### src/rtl/apb_uart_master_pkg.sv
// Shared definitions for the APB UART master: FSM state encoding and the
// UART register map seen on the APB side.
package apb_uart_master_pkg;

  typedef enum logic [1:0] {
    ST_IDLE   = 2'd0,
    ST_SETUP  = 2'd1,
    ST_ACCESS = 2'd2
  } apb_state_e;

  localparam logic [7:0] UART_CTRL_ADDR = 8'h00;
  localparam logic [7:0] UART_TX_ADDR   = 8'h04;
  localparam logic [7:0] UART_STAT_ADDR = 8'h08;
  localparam logic [7:0] UART_RX_ADDR   = 8'h0C;

endpackage

### src/rtl/apb_rr_arb2.sv
// Two-way round-robin arbiter with a per-request mask. ptr names the
// requester favoured on the next tie; it moves on every accepted grant.
module apb_rr_arb2 (
  input  logic       PCLK,
  input  logic       PRESET,
  input  logic [1:0] req,
  input  logic [1:0] mask,
  input  logic       advance,
  output logic [1:0] grant,
  output logic       ptr
);

  logic [1:0] eligible;

  // NOTE: every signal written here gets a default first so no latch is inferred.
  always_comb begin
    eligible = req & ~mask;
    grant    = 2'b00;
    unique case (eligible)
      2'b01:   grant = 2'b01;
      2'b10:   grant = 2'b10;
      2'b11:   grant = ptr ? 2'b10 : 2'b01;
      default: grant = 2'b00;
    endcase
  end

  // NOTE: state registers use non-blocking assignments only.
  always_ff @(posedge PCLK or posedge PRESET) begin
    if (PRESET)
      ptr <= 1'b0;
    else if (advance && |grant)
      ptr <= ~grant[1];
  end

endmodule

### src/rtl/apb_uart_master.sv
// Two-requester APB master for the UART register block: arbitrates, runs
// one SETUP/ACCESS transfer per grant and returns ack/err/rdata.
module apb_uart_master
  import apb_uart_master_pkg::*;
#(
  parameter int TIMEOUT = 16
) (
  input  logic       PCLK,
  input  logic       PRESET,
  input  logic       req0_valid,
  input  logic       req0_write,
  input  logic [7:0] req0_addr,
  input  logic [7:0] req0_wdata,
  output logic       req0_ack,
  output logic [7:0] req0_rdata,
  output logic       req0_err,
  input  logic       req1_valid,
  input  logic       req1_write,
  input  logic [7:0] req1_addr,
  input  logic [7:0] req1_wdata,
  output logic       req1_ack,
  output logic [7:0] req1_rdata,
  output logic       req1_err,
  output logic       PSEL,
  output logic       PENABLE,
  output logic       PWRITE,
  output logic [7:0] PADDR,
  output logic [7:0] PWDATA,
  input  logic [7:0] PRDATA,
  input  logic       PREADY,
  output logic       busy
);

  localparam int CW = (TIMEOUT > 0) ? $clog2(TIMEOUT + 1) : 1;

  apb_state_e      state, state_next;
  logic [1:0]      grant;
  logic            rr_ptr;
  logic            gnt_idx;
  logic [CW-1:0]   cnt;
  logic [1:0]      ack_q, err_q;
  logic [1:0][7:0] rdata_q;
  logic            done_ok, done_to;

  // A requester acknowledged this cycle still holds valid; mask it so it
  // is not re-granted for the request that just finished.
  apb_rr_arb2 u_arb (
    .PCLK    (PCLK),
    .PRESET  (PRESET),
    .req     ({req1_valid, req0_valid}),
    .mask    (ack_q),
    .advance (state == ST_IDLE),
    .grant   (grant),
    .ptr     (rr_ptr)
  );

  always_comb begin
    state_next = state;
    done_ok    = 1'b0;
    done_to    = 1'b0;
    unique case (state)
      ST_IDLE:   if (|grant) state_next = ST_SETUP;
      ST_SETUP:  state_next = ST_ACCESS;
      ST_ACCESS: begin
        if (PREADY) begin
          done_ok    = 1'b1;
          state_next = ST_IDLE;
        end else if (TIMEOUT != 0 && cnt == CW'(TIMEOUT - 1)) begin
          done_to    = 1'b1;
          state_next = ST_IDLE;
        end
      end
      default:   state_next = ST_IDLE;
    endcase
  end

  always_ff @(posedge PCLK or posedge PRESET) begin
    if (PRESET) state <= ST_IDLE;
    else        state <= state_next;
  end

  always_ff @(posedge PCLK or posedge PRESET) begin
    if (PRESET) begin
      PWRITE  <= 1'b0;
      PADDR   <= 8'h00;
      PWDATA  <= 8'h00;
      gnt_idx <= 1'b0;
      cnt     <= '0;
      ack_q   <= 2'b00;
      err_q   <= 2'b00;
      rdata_q <= '0;
    end else begin
      ack_q <= 2'b00;
      err_q <= 2'b00;
      if (state == ST_IDLE && |grant) begin
        gnt_idx <= grant[1];
        PWRITE  <= grant[1] ? req1_write : req0_write;
        PADDR   <= grant[1] ? req1_addr  : req0_addr;
        PWDATA  <= grant[1] ? req1_wdata : req0_wdata;
        cnt     <= '0;
      end
      if (state == ST_ACCESS && !PREADY)
        cnt <= cnt + CW'(1);
      if (done_ok || done_to) begin
        ack_q[gnt_idx] <= 1'b1;
        err_q[gnt_idx] <= done_to;
        if (done_to)
          rdata_q[gnt_idx] <= 8'h00;
        else if (!PWRITE)
          rdata_q[gnt_idx] <= PRDATA;
      end
    end
  end

  assign PSEL       = (state != ST_IDLE);
  assign PENABLE    = (state == ST_ACCESS);
  assign busy       = (state != ST_IDLE);
  assign req0_ack   = ack_q[0];
  assign req1_ack   = ack_q[1];
  assign req0_err   = err_q[0];
  assign req1_err   = err_q[1];
  assign req0_rdata = rdata_q[0];
  assign req1_rdata = rdata_q[1];

endmodule

### config.mk
export PLATFORM = sky130hd
export DESIGN_NAME = apb_uart_master
export DESIGN_NICKNAME = d
export VERILOG_FILES = /design/src/rtl/apb_uart_master_pkg.sv /design/src/rtl/apb_rr_arb2.sv /design/src/rtl/apb_uart_master.sv
export SDC_FILE = /design/constraint.sdc
export NUM_CORES = 1
export LEC_CHECK = 0
export CAP_MARGIN = 0
export CORE_UTILIZATION = 44
export CTS_BUF_LIST = sky130_fd_sc_hd__clkbuf_4
export DETAILED_ROUTE_END_ITERATION = 7
export PLACE_DENSITY = 0.88
export SLEW_MARGIN = 0
export SYNTH_ARGS = -nofsm -noshare
export SYNTH_HDL_FRONTEND = slang
export SYNTH_HIERARCHICAL = 1
export SYNTH_SLANG_ARGS = --single-unit
export TNS_END_PERCENT = 1
### constraint.sdc
create_clock -name PCLK -period 2.5 [get_ports PCLK]
set_clock_uncertainty 0.1 [all_clocks]
set_input_delay 0.375 -clock PCLK [delete_from_list [all_inputs] [get_ports PCLK]]
set_output_delay 0.375 -clock PCLK [all_outputs]
set_load 0.1 [all_outputs]
==> job_summary.md <==
## PnR job results

| Metric | Value |
|---|---|
| Status | finished clean |
| Cell type with the largest total area | dfrtp_1 |
| Largest net degree at the start of global routing | 31 |
| Final ANT Viol Nets | 0 |
| Worst EP arrival | between 1500 and 2000 ps |
| Initial antenna violation count | 0 |
| Remaining DRCs | 0 |
| Core Area | approximately 0.0047 mm² |
| Worst-path clk slew | 140 ps |
| FF-to-FF Start | cnt[0]$_DFFE_PP0P_ |
| DP Wirelength | between 3000 and 4000 µm |
| Final hold vios | 0 |
| Number of global-route vias before repair | 1655 |
| Post-CTS Setup Repair Bufs | 0 |
| Max frequency | 461 MHz |
| R2R Setup Slk | between 500 and 600 ps |
| Root Buffer | clkbuf_4 |
| Crit start category | flip-flop |
| Worst setup margin | approximately 330 ps |
| I/O Pins | ~87 |
| TritonCTS Buffers | 5 |
| Setup-failing EPs final | 0 |
| Crit path kind | reg -> out |
| Height of the die | a little over 70 µm |
| Mapped Cells | 176 |
| Cts-stage hold buffer count | 0 |
| First-pass GRT wire length | roughly 7500 µm |
| MaxCap Viol Count | 0 |
| Fin crit period | 2170 ps |
| H-tree depth | 2 |
| Worst-margin pin slew | slightly below 800 ps |
| Top Layout Cells | dfrtp_1, clkdlybuf4s50_1, buf_4 |
| Worst hold path type | in -> async |
| Vias/cell | between 5 and 6 |
| Slew margin rel. | 0.485 |
| GR Util All Layers | 0.187 |
| Routed len/inst | 13.5 µm |
| Top cell type's share of synthesized area | 0.535 |
| RSZ-0062 raised after global routing | no |
| DIE WIDTH | approximately 70 µm |
| Tool warnings | 26 |
| Yosys cell count | roughly 180 |
| Nets | a little over 300 |
| Dpl ws | ~330 ps |
| RD Place Congestion | 0.807 |
| Fraction of layout cells with a size suffix above 1 | 0.256 |
| Ys flops | about 46 |
| Hold Worst Slack | between 60 and 70 ps |
| Synthesized area per cell | roughly 12 µm² |
| Crit share post-route | 0.869 |
| FF-to-FF End | req1_rdata[1]$_DFFE_PP0P_ |
==> layer usage <==
layer / vias to the layer above / part of all wire / track usage
met2: 85 / 0.46 / 0.305
met3: 8 / 0.080 / 0.0611
met1: 788 / 0.44 / 0.235
met5: - / 0 / 0
li1: 806 / - / -
met4: 0 / 0.016 / 0.0697
==> registers in the layout, indices dropped and copies added (netlist names) <==
| signal | cells |
|---|---|
| ack_q | 2 |
| cnt | 5 |
| PWRITE | 1 |
| u_arb/ptr | 1 |
| req0_rdata | 8 |
| req1_rdata | 8 |
| gnt_idx | 1 |
| err_q | 2 |
| state | 2 |
| PWDATA | 8 |
| PADDR | 8 |
==> cells in the mapped netlist (all sizes together) <==
cell     number
dfrtp        46
a21oi        37
a22o         18
mux2i        18
buf          11
nor2          7
inv           6
nand2b        4
and3          3
nand2         3
o21ai         3
and2b         2
ha            2
nor2b         2
o211ai        2
o2bb2ai       2
or2           2
a21o          1
clkbuf        1
mux2          1
nand3b        1
nand4         1
nor3b         1
o21a          1
or3b          1
==> worst max-delay path, stage by stage, from the launching register on <==
cell	delay [ps]
dfrtp_1	450
nor2b_1	620
buf_12	260
==> metrics by stage <==
step	area, µm²	util	instances
final	3010	0.637	329
after global routing	3010	0.637	329
after CTS	3010	0.637	329
after detailed placement	2950	0.624	321
after global placement	2950	0.624	321
after floorplan	2150	-	176
==> cell families (layout without fill, tap and decap cells) <==
kind of cell / Yosys count / count (layout) / share of synthesized area
and+or+nand+nor: 27 / 27 / 0.0913
buffers and inverters: 18 / 104 / 0.0681
AOI/OAI and AO/OA: 64 / 64 / 0.203
muxes: 19 / 19 / 0.0907
adders and majority gates: 2 / 2 / 0.0116
DFF: 46 / 46 / 0.535
==> worst max path at each step <==
stage | to | start | slack, ps | depth (start not counted)
after floorplan | PWRITE$_DFFE_PP0P_ | ack_q[1]$_DFF_PP0_ | 330 | 7
after global placement | PADDR[4]$_DFFE_PP0P_ | req1_valid | 420 | 7
after detailed placement | PWDATA[2]$_DFFE_PP0P_ | req1_valid | 330 | 7
after CTS | PENABLE | state[0]$_DFFE_PP0P_ | 310 | 2
after global routing | PENABLE | state[0]$_DFFE_PP0P_ | 260 | 2
final | PENABLE | state[0]$_DFFE_PP0P_ | 330 | 2
==> final cells by class <==
cell class	instances	area (µm²)	area share
well taps	67	83.8	0.0279
clock buffers	5	37.5	0.0125
multi-input cells	112	853	0.284
inverters	6	30.0	0.00998
clock inverters	3	23.8	0.00790
repair buffers	90	828	0.275
flip-flops and latches	46	1150	0.383
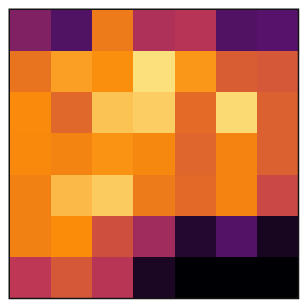
**Above:** local utilization.
Drawn at 4 px/µm. The die is cut into 7 by 7 equal tiles; black is low, pale yellow is high, 0 to 100% covered.
fullest tile: 93%
nearly empty tiles: 6.1%
tiles over 75% full: 20%
FP Util: 0.455
final core occ: 0.637

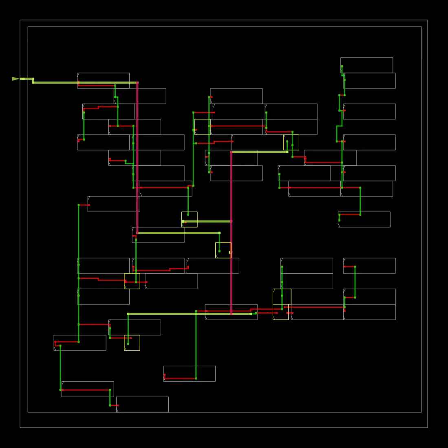
**Above:** clock wiring as the flow saved it.
Sinks on Clock Net: 46
flip-flop and latch count: 46

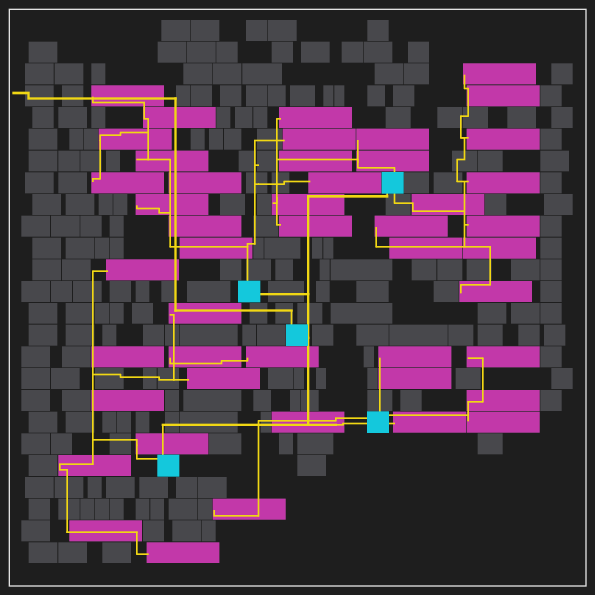
**Above:** clock wires, drivers and flops.
Drawn at 8 px/µm.
legend:
  yellow:
    item: clock wires
    length: 496 µm
  magenta:
    item: flip-flops
    count: 46
  cyan:
    item: cells driving clock nets
    count: 5
routed clock nets: 6
clk_lat worst skew: 360 ps

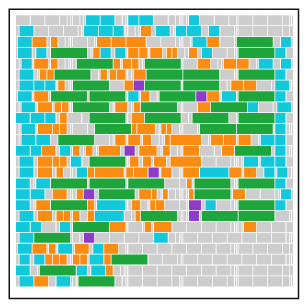
**Above:** cells coloured by class.
Drawn at 4 px/µm. Fill, decap, tap and diode cells in grey.
legend:
  green:
    class: flip-flops
    cells: 46
  orange:
    class: all other logic
    cells: 118
  cyan:
    class: other buffers and delay cells
    cells: 90
  purple:
    class: clock drivers and dummy loads
    cells: 8

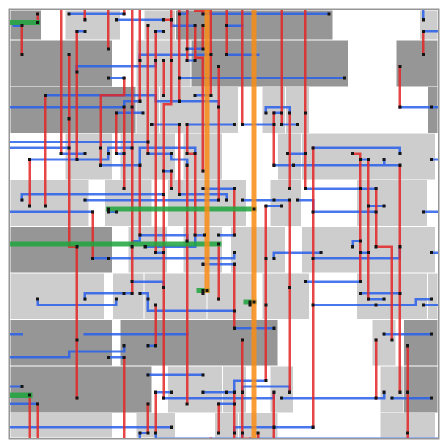
**Above:** zoomed window.
Region (23, 23) to (48, 48) µm. Cells in grey, sequential cells in the stronger grey; small squares are vias.
legend:
  blue:
    layer: met1
  green:
    layer: met3
  red:
    layer: met2
  orange:
    layer: met4
most frequent: dfrtp_1 (8), nor2_1 (5)
sequential cells in the window: 8
cells with their middle in the window: 45
netlist names of flops here include: cnt (5)

